--- config.mk ---
export PLATFORM = sky130hd
export DESIGN_NAME = sim_memory_requester
export DESIGN_NICKNAME = d
export VERILOG_FILES = /design/src/rtl/sim_memory_requester_pkg.sv /design/src/rtl/mist1032sa_sync_fifo.sv /design/src/rtl/sim_memory_requester.sv
export SDC_FILE = /design/constraint.sdc
export NUM_CORES = 1
export LEC_CHECK = 0
export ABC_CLOCK_PERIOD_IN_PS = 2550
export CORE_ASPECT_RATIO = 1.5
export CORE_MARGIN = 10
export CORE_UTILIZATION = 45
export DETAILED_ROUTE_END_ITERATION = 6
export GPL_TIMING_DRIVEN = 0
export PLACE_DENSITY = 0.89
export RECOVER_POWER = 100
export SLEW_MARGIN = 20
export SYNTH_ARGS = -nofsm -noshare
export SYNTH_HDL_FRONTEND = slang
export SYNTH_SLANG_ARGS = --single-unit
--- constraint.sdc ---
create_clock -name iCLOCK -period 2.55 [get_ports iCLOCK]
set_clock_uncertainty 0.15 [all_clocks]
set_input_delay 0.255 -clock iCLOCK [delete_from_list [all_inputs] [get_ports iCLOCK]]
set_output_delay 0.255 -clock iCLOCK [all_outputs]
set_load 0.05 [all_outputs]
--- src/rtl/sim_memory_requester_pkg.sv ---
// Shared definitions for the CPU-to-memory requester: access sizes, the
// in-flight load tag layout, and the lane mask / store / load helpers.
package sim_memory_requester_pkg;

  typedef enum logic [1:0] {
    ORDER_BYTE = 2'b00,
    ORDER_HALF = 2'b01,
    ORDER_WORD = 2'b10,
    ORDER_NONE = 2'b11
  } order_e;

  localparam int TAG_W = 8;

  // Everything needed to pick a load result out of the returned dword.
  typedef struct packed {
    logic [1:0] pad;
    logic [2:0] addr_lo;
    order_e     order;
    logic       sgn;
  } tag_t;

  function automatic logic is_illegal(input order_e order, input logic [1:0] a);
    return (order == ORDER_NONE) ||
           (order == ORDER_HALF && a[0]) ||
           (order == ORDER_WORD && a != 2'b00);
  endfunction

  function automatic logic [3:0] lane_mask(input order_e order, input logic [1:0] a);
    case (order)
      ORDER_BYTE: return 4'b0001 << a;
      ORDER_HALF: return a[1] ? 4'b1100 : 4'b0011;
      default:    return 4'b1111;
    endcase
  endfunction

  function automatic logic [31:0] replicate(input order_e order, input logic [31:0] d);
    case (order)
      ORDER_BYTE: return {4{d[7:0]}};
      ORDER_HALF: return {2{d[15:0]}};
      default:    return d;
    endcase
  endfunction

  function automatic logic [31:0] extract_load(input tag_t t, input logic [63:0] dw);
    logic [31:0] half;
    logic [7:0]  b;
    logic [15:0] h;
    half = t.addr_lo[2] ? dw[63:32] : dw[31:0];
    b    = 8'(half >> {t.addr_lo[1:0], 3'b000});
    h    = t.addr_lo[1] ? half[31:16] : half[15:0];
    case (t.order)
      ORDER_BYTE: return {{24{t.sgn & b[7]}}, b};
      ORDER_HALF: return {{16{t.sgn & h[15]}}, h};
      default:    return half;
    endcase
  endfunction

endpackage

--- src/rtl/mist1032sa_sync_fifo.sv ---
// Single-clock show-ahead FIFO; head entry is visible on oRD_DATA while not empty.
module mist1032sa_sync_fifo #(
  parameter int P_N       = 8,
  parameter int P_DEPTH   = 4,
  parameter int P_DEPTH_N = 2
) (
  input  logic           iCLOCK,
  input  logic           inRESET,
  input  logic           iWR_EN,
  input  logic [P_N-1:0] iWR_DATA,
  output logic           oWR_FULL,
  input  logic           iRD_EN,
  output logic [P_N-1:0] oRD_DATA,
  output logic           oRD_EMPTY
);

  logic [P_N-1:0]     mem_q [P_DEPTH];
  logic [P_DEPTH_N:0] wr_ptr_q, wr_ptr_d;
  logic [P_DEPTH_N:0] rd_ptr_q, rd_ptr_d;

  // Extra pointer MSB distinguishes full from empty when indices match.
  assign oRD_EMPTY = (wr_ptr_q == rd_ptr_q);
  assign oWR_FULL  = (wr_ptr_q[P_DEPTH_N] != rd_ptr_q[P_DEPTH_N]) &&
                     (wr_ptr_q[P_DEPTH_N-1:0] == rd_ptr_q[P_DEPTH_N-1:0]);
  assign oRD_DATA  = mem_q[rd_ptr_q[P_DEPTH_N-1:0]];

  always_comb begin
    wr_ptr_d = wr_ptr_q;
    rd_ptr_d = rd_ptr_q;
    if (iWR_EN && !oWR_FULL)  wr_ptr_d = wr_ptr_q + 1'b1;
    if (iRD_EN && !oRD_EMPTY) rd_ptr_d = rd_ptr_q + 1'b1;
  end

  always_ff @(posedge iCLOCK) begin
    if (!inRESET) begin
      wr_ptr_q <= '0;
      rd_ptr_q <= '0;
    end else begin
      wr_ptr_q <= wr_ptr_d;
      rd_ptr_q <= rd_ptr_d;
    end
  end

  always_ff @(posedge iCLOCK) begin
    if (iWR_EN && !oWR_FULL) mem_q[wr_ptr_q[P_DEPTH_N-1:0]] <= iWR_DATA;
  end

endmodule

--- src/rtl/sim_memory_requester.sv ---
// Turns CPU byte/half/word accesses into masked 32-bit memory commands and
// aligns in-order 64-bit read responses back into extended load results.
module sim_memory_requester
  import sim_memory_requester_pkg::*;
#(
  parameter int P_TAG_DEPTH   = 4,
  parameter int P_TAG_DEPTH_N = 2
) (
  input  logic        iCLOCK,
  input  logic        inRESET,
  input  logic        iCPU_REQ,
  output logic        oCPU_BUSY,
  input  logic [1:0]  iCPU_ORDER,
  input  logic        iCPU_RW,
  input  logic        iCPU_SIGNED,
  input  logic [31:0] iCPU_ADDR,
  input  logic [31:0] iCPU_DATA,
  output logic        oCPU_VALID,
  output logic [31:0] oCPU_DATA,
  input  logic        iCPU_LOCK,
  output logic        oCPU_ERR,
  output logic        oMEMORY_REQ,
  output logic [1:0]  oMEMORY_ORDER,
  output logic [3:0]  oMEMORY_MASK,
  output logic        oMEMORY_RW,
  output logic [31:0] oMEMORY_ADDR,
  output logic [31:0] oMEMORY_DATA,
  input  logic        iMEMORY_LOCK,
  input  logic        iMEMORY_VALID,
  input  logic [63:0] iMEMORY_DATA,
  output logic        oMEMORY_LOCK,
  output logic        oPROTOCOL_ERR
);

  typedef enum logic {ST_IDLE, ST_ISSUE} state_e;

  state_e      state_q, state_d;
  order_e      order_q, order_d;
  logic [3:0]  mask_q, mask_d;
  logic        rw_q, rw_d;
  logic [31:0] addr_q, addr_d;
  logic [31:0] wdata_q, wdata_d;
  logic        valid_q, valid_d;
  logic [31:0] rdata_q, rdata_d;
  logic        err_q, err_d;
  logic        perr_q, perr_d;

  logic        accept, illegal, push, pop;
  logic        fifo_full, fifo_empty;
  logic [TAG_W-1:0] fifo_rd;
  tag_t        push_tag;
  order_e      cpu_order;

  assign cpu_order = order_e'(iCPU_ORDER);
  assign illegal   = is_illegal(cpu_order, iCPU_ADDR[1:0]);
  assign oCPU_BUSY = (state_q == ST_ISSUE) || (!iCPU_RW && fifo_full);
  assign accept    = iCPU_REQ && !oCPU_BUSY;
  assign push      = accept && !illegal && !iCPU_RW;
  // A response is only taken while the result register can accept it.
  assign pop       = iMEMORY_VALID && !fifo_empty && !oMEMORY_LOCK;

  assign push_tag  = '{pad: 2'b00, addr_lo: iCPU_ADDR[2:0], order: cpu_order, sgn: iCPU_SIGNED};

  mist1032sa_sync_fifo #(
    .P_N      (TAG_W),
    .P_DEPTH  (P_TAG_DEPTH),
    .P_DEPTH_N(P_TAG_DEPTH_N)
  ) u_tag_fifo (
    .iCLOCK   (iCLOCK),
    .inRESET  (inRESET),
    .iWR_EN   (push),
    .iWR_DATA (push_tag),
    .oWR_FULL (fifo_full),
    .iRD_EN   (pop),
    .oRD_DATA (fifo_rd),
    .oRD_EMPTY(fifo_empty)
  );

  always_comb begin
    state_d = state_q;
    order_d = order_q;
    mask_d  = mask_q;
    rw_d    = rw_q;
    addr_d  = addr_q;
    wdata_d = wdata_q;
    err_d   = 1'b0;
    perr_d  = perr_q | (iMEMORY_VALID && fifo_empty);
    valid_d = valid_q;
    rdata_d = rdata_q;
    case (state_q)
      ST_IDLE: begin
        if (accept && illegal) begin
          err_d = 1'b1;
        end else if (accept) begin
          state_d = ST_ISSUE;
          order_d = cpu_order;
          mask_d  = lane_mask(cpu_order, iCPU_ADDR[1:0]);
          rw_d    = iCPU_RW;
          addr_d  = {iCPU_ADDR[31:2], 2'b00};
          wdata_d = replicate(cpu_order, iCPU_DATA);
        end
      end
      ST_ISSUE: if (!iMEMORY_LOCK) state_d = ST_IDLE;
      default:  state_d = ST_IDLE;
    endcase
    if (pop) begin
      valid_d = 1'b1;
      rdata_d = extract_load(tag_t'(fifo_rd), iMEMORY_DATA);
    end else if (valid_q && !iCPU_LOCK) begin
      valid_d = 1'b0;
    end
  end

  always_ff @(posedge iCLOCK) begin
    if (!inRESET) begin
      state_q <= ST_IDLE;
      order_q <= ORDER_BYTE;
      mask_q  <= '0;
      rw_q    <= 1'b0;
      addr_q  <= '0;
      wdata_q <= '0;
      valid_q <= 1'b0;
      rdata_q <= '0;
      err_q   <= 1'b0;
      perr_q  <= 1'b0;
    end else begin
      state_q <= state_d;
      order_q <= order_d;
      mask_q  <= mask_d;
      rw_q    <= rw_d;
      addr_q  <= addr_d;
      wdata_q <= wdata_d;
      valid_q <= valid_d;
      rdata_q <= rdata_d;
      err_q   <= err_d;
      perr_q  <= perr_d;
    end
  end

  assign oMEMORY_REQ   = (state_q == ST_ISSUE);
  assign oMEMORY_ORDER = order_q;
  assign oMEMORY_MASK  = mask_q;
  assign oMEMORY_RW    = rw_q;
  assign oMEMORY_ADDR  = addr_q;
  assign oMEMORY_DATA  = wdata_q;
  assign oCPU_VALID    = valid_q;
  assign oCPU_DATA     = rdata_q;
  assign oCPU_ERR      = err_q;
  assign oPROTOCOL_ERR = perr_q;
  assign oMEMORY_LOCK  = valid_q && iCPU_LOCK;

endmodule

**The metal 1 layer**

Supply wires on this layer in gray.
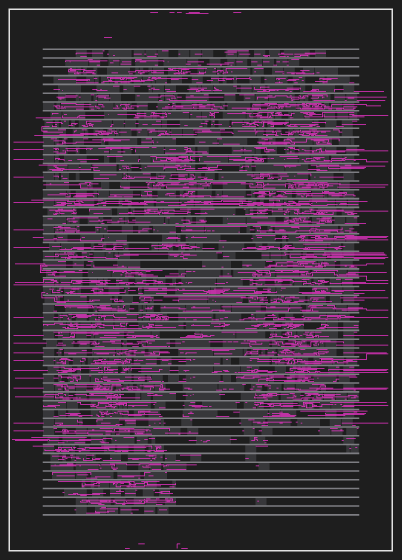
The layer carries 8180 µm of wire. The longest straight run is 30.8 µm. 1014 nets have wire on it. The wires run mostly horizontal.

**Track usage over the die**

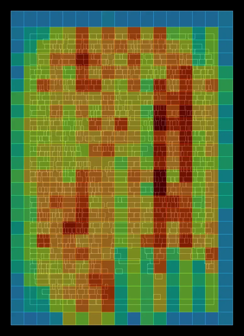
fin util: 70.7%
met1 usage: 21.7%
busiest grt layer: met2

==> deck_impl_summary.md <==
Run Summary

Run status
  • Status: complete, no violations

Synthesis
  • Basic Gates by Area: 15.4%
  • Fa+ha+maj area frac: 0.962%
  • Number of synthesized register bits: 137
  • Post-synth top flop: dfxtp_1

Place
  • DP HPWL: 17900 µm

GRT
  • Met2 Usage GRT: 40.9%
  • Total track usage: 22.1%

Worst setup path
  • Reg-to-reg setup timing slack: 0.02 ns

Routing
  • WL met2: 12200 µm
  • Detailed-route wire length: 22900 µm
  • WL/cell: 19.8 µm

Layout
  • Sequential cell count: 137
  • Comb gate area: 0.00336 mm²

Power
  • Sequential share of power: 36.7%
  • Total Power: 6.58 mW
  • Peak VDD IR: 471 µV

Clock tree
  • Root buf cell: clkbuf_16
  • Clock buffer depth: 2

Floorplanning
  • Area of the core: 0.0141 mm²

Worst hold path
  • Worst Hold Path Cells: 3
**Where the registers sit**

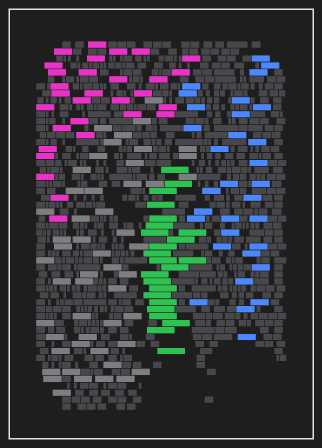
u_tag_fifo.mem_q: drawn in green, placed flops 24, where middle. oMEMORY_ADDR: drawn in magenta, placed flops 30. oCPU_DATA: drawn in blue, placed flops 32.
Another 51 sequential cells are not colored.

**Signal wires on met2**

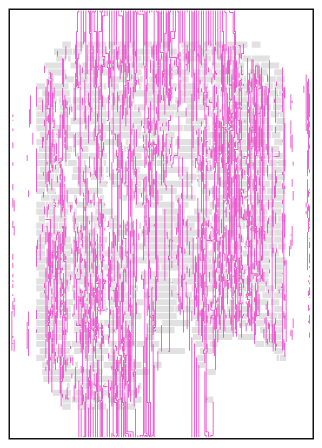
The longest straight run is 83.0 µm. The layer carries 12200 µm of wire. 961 nets have wire on it. The wires run mostly vertical. The layer holds 53% of the routed length.

Power is estimated from default activity; no workload was simulated.
